File: src/rtl/serial_sub_pkg.sv
// rtl/serial_sub_pkg.sv - shared types and sizing helper for the bit-serial subtractor
package serial_sub_pkg;

  typedef enum logic [1:0] {
    IDLE  = 2'd0,
    SHIFT = 2'd1,
    DONE  = 2'd2
  } sub_state_t;

  // Bit-position counter width; never below one bit so a WIDTH of 2 still gets a real register.
  function automatic int cnt_w(input int width);
    return (width < 3) ? 1 : $clog2(width);
  endfunction

endpackage

File: src/rtl/full_subtractor_bit.sv
// rtl/full_subtractor_bit.sv - combinational one-bit full subtractor cell
module full_subtractor_bit (
  output logic d,
  output logic bout,
  input  logic a,
  input  logic b,
  input  logic bin
);

  // Difference bit and borrow-out of a - b - bin.
  always_comb begin
    d    = a ^ b ^ bin;
    bout = (~a & b) | (~(a ^ b) & bin);
  end

endmodule

File: src/rtl/serial_subtractor.sv
// rtl/serial_subtractor.sv - bit-serial a - b, LSB first; SERIAL_SUB_OVF_EN adds the ovf port
module serial_subtractor
  import serial_sub_pkg::*;
#(
  parameter int WIDTH = 8
) (
  input  logic             clk,
  input  logic             rst_n,
  input  logic             start,
  input  logic [WIDTH-1:0] a,
  input  logic [WIDTH-1:0] b,
  output logic             ready,
  output logic             done,
  output logic [WIDTH-1:0] diff,
`ifdef SERIAL_SUB_OVF_EN
  output logic             ovf,
`endif
  output logic             borrow
);

  localparam int CW = cnt_w(WIDTH);
  localparam logic [CW-1:0] LAST_BIT = CW'(WIDTH - 1);

  sub_state_t state;
  sub_state_t next_state;

  logic [WIDTH-1:0] sa;
  logic [WIDTH-1:0] sb;
  logic [WIDTH-2:0] sr;
  logic [WIDTH-1:0] sr_next;
  logic             bflop;
  logic [CW-1:0]    cnt;
  logic             cell_d;
  logic             cell_bout;
  logic             accept;
  logic             last_bit;

  full_subtractor_bit u_cell (
    .d    (cell_d),
    .bout (cell_bout),
    .a    (sa[0]),
    .b    (sb[0]),
    .bin  (bflop)
  );

  // Accumulated result with this cycle's bit placed at the MSB; the LSB falls off on the final shift.
  assign sr_next  = {cell_d, sr};
  assign accept   = start & ready;
  assign last_bit = (state == SHIFT) && (cnt == LAST_BIT);

  // State register.
  always_ff @(posedge clk or negedge rst_n) begin
    if (!rst_n) begin
      state <= IDLE;
    end else begin
      state <= next_state;
    end
  end

  // Next-state decode plus the handshake outputs derived from the current state.
  always_comb begin
    next_state = state;
    ready      = 1'b0;
    done       = 1'b0;
    unique case (state)
      IDLE: begin
        ready = 1'b1;
        if (start) next_state = SHIFT;
      end
      SHIFT: begin
        if (cnt == LAST_BIT) next_state = DONE;
      end
      DONE: begin
        done       = 1'b1;
        next_state = IDLE;
      end
      default: next_state = IDLE;
    endcase
  end

  // Operand shifters, borrow flop and bit counter: load on accept, step once per SHIFT cycle.
  always_ff @(posedge clk or negedge rst_n) begin
    if (!rst_n) begin
      sa    <= '0;
      sb    <= '0;
      sr    <= '0;
      bflop <= 1'b0;
      cnt   <= '0;
    end else if (accept) begin
      sa    <= a;
      sb    <= b;
      bflop <= 1'b0;
      cnt   <= '0;
    end else if (state == SHIFT) begin
      sa    <= {1'b0, sa[WIDTH-1:1]};
      sb    <= {1'b0, sb[WIDTH-1:1]};
      sr    <= sr_next[WIDTH-1:1];
      bflop <= cell_bout;
      cnt   <= cnt + 1'b1;
    end
  end

  // Result registers update only on the final bit and hold until the next completion.
  always_ff @(posedge clk or negedge rst_n) begin
    if (!rst_n) begin
      diff   <= '0;
      borrow <= 1'b0;
    end else if (last_bit) begin
      diff   <= sr_next;
      borrow <= cell_bout;
    end
  end

`ifdef SERIAL_SUB_OVF_EN
  logic a_msb;
  logic b_msb;

  // Operand sign bits are shifted out during the op, so keep copies for the overflow check.
  always_ff @(posedge clk or negedge rst_n) begin
    if (!rst_n) begin
      a_msb <= 1'b0;
      b_msb <= 1'b0;
      ovf   <= 1'b0;
    end else if (accept) begin
      a_msb <= a[WIDTH-1];
      b_msb <= b[WIDTH-1];
    end else if (last_bit) begin
      ovf <= (a_msb != b_msb) && (cell_d != a_msb);
    end
  end
`endif

endmodule
File: config.mk
export PLATFORM = sky130hd
export DESIGN_NAME = serial_subtractor
export DESIGN_NICKNAME = d
export VERILOG_FILES = /design/src/rtl/serial_sub_pkg.sv /design/src/rtl/full_subtractor_bit.sv /design/src/rtl/serial_subtractor.sv
export SDC_FILE = /design/constraint.sdc
export NUM_CORES = 1
export LEC_CHECK = 0
export CAP_MARGIN = 40
export CORE_MARGIN = 3
export CORE_UTILIZATION = 45
export CTS_CLUSTER_DIAMETER = 80
export CTS_CLUSTER_SIZE = 12
export DETAILED_ROUTE_END_ITERATION = 6
export GPL_TIMING_DRIVEN = 0
export PLACE_DENSITY = 0.7
export SETUP_SLACK_MARGIN = 0.05
export SLEW_MARGIN = 20
export SYNTH_ARGS = -nofsm -noshare
export SYNTH_HDL_FRONTEND = slang
export SYNTH_HIERARCHICAL = 1
export SYNTH_SLANG_ARGS = --single-unit
File: constraint.sdc
create_clock -name clk -period 1.52 [get_ports clk]
set_input_delay 0.304 -clock clk [delete_from_list [all_inputs] [get_ports clk]]
set_output_delay 0.304 -clock clk [all_outputs]
set_load 0.02 [all_outputs]
**Met1 routing**

Scale bar: 20 um. Supply wires on this layer in gray.
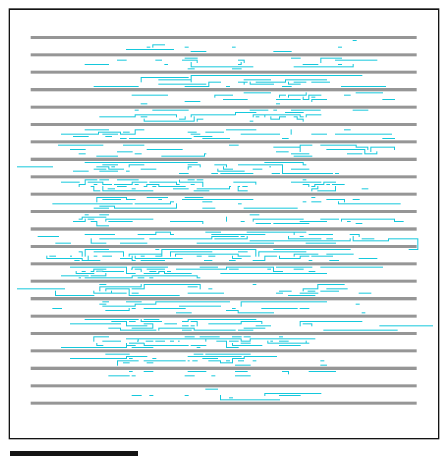
The longest straight run is 26.7 um. 192 nets have wire on it. The layer carries 1650 um of wire. The wires run mostly horizontal.
Vias: 1281
met1 routing resource usage after global routing: 25.3%
total wire length after detailed routing: 3750 um

**Metal 2**

Cells faint in the background.
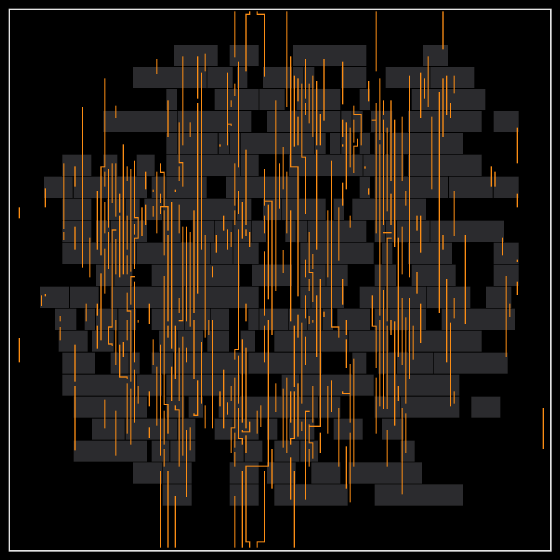
The longest straight run is 27.2 um. The layer carries 1860 um of wire.
M2 GR Usage: 26.9%

**M3 wires**

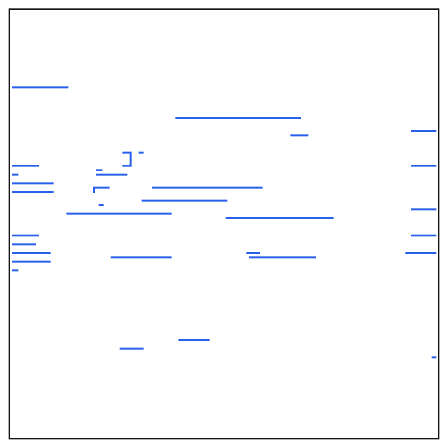
The layer carries 192 um of wire. The wires run mostly horizontal.

==> Changelog: implementation <==
### Implementation results

* Gate Area at 648 sq um
* Sum of net half-perimeters after detailed placement at 2480 um
* Crit path DAT at 1.17 ns
* Iter 0 DRT Violations at 93
* Signal buffers at 45
* Internal Dissipation at 3150 uW
* Outcome: complete, no violations
* Routed length on met3 at 191 um
* Number of port buffers at 29
* Number of failing hold endpoints at the final stage at 0
* Net count of the mapped netlist at 166
* Top Registers: diff (8), sa (8), sb (8)
* Setup Buffers After CTS at 0
* Setup slack after layout at 0.0440 ns
* Synth async-reset ratio at 100%
* CTS clock-pin slew for the worst setup and hold paths at 0.07 ns
* Synth Area in XOR/XNOR at 0%
* Yosys adder share at 2.70%
* Total Neg Setup Slack at 0 ns
* Biggest Area Class: registers
* Combined flip-flop and latch cell area at 951 sq um
**Routed metal per tile**

13 x 13 tiles, from dark blue (low) to red (high), scaled to the fullest tile. Values are wire area over tile area, all layers added.
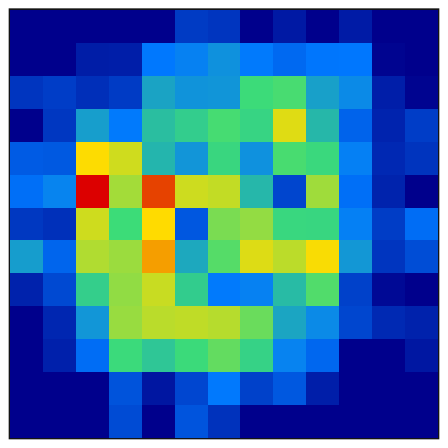
The mean over all tiles is 0.13. 23% of the tiles are nearly empty. The emptiest ninth of the die: lower right.

**Congestion heat map**

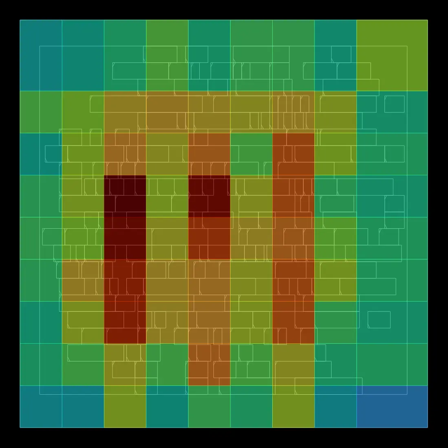
most congested layer reported by global routing: met2
DR WL/cell: 15.9 um
Total GRT Usage: 18.0%

Power figures rest on the tool's default switching activity, not on a simulated workload.
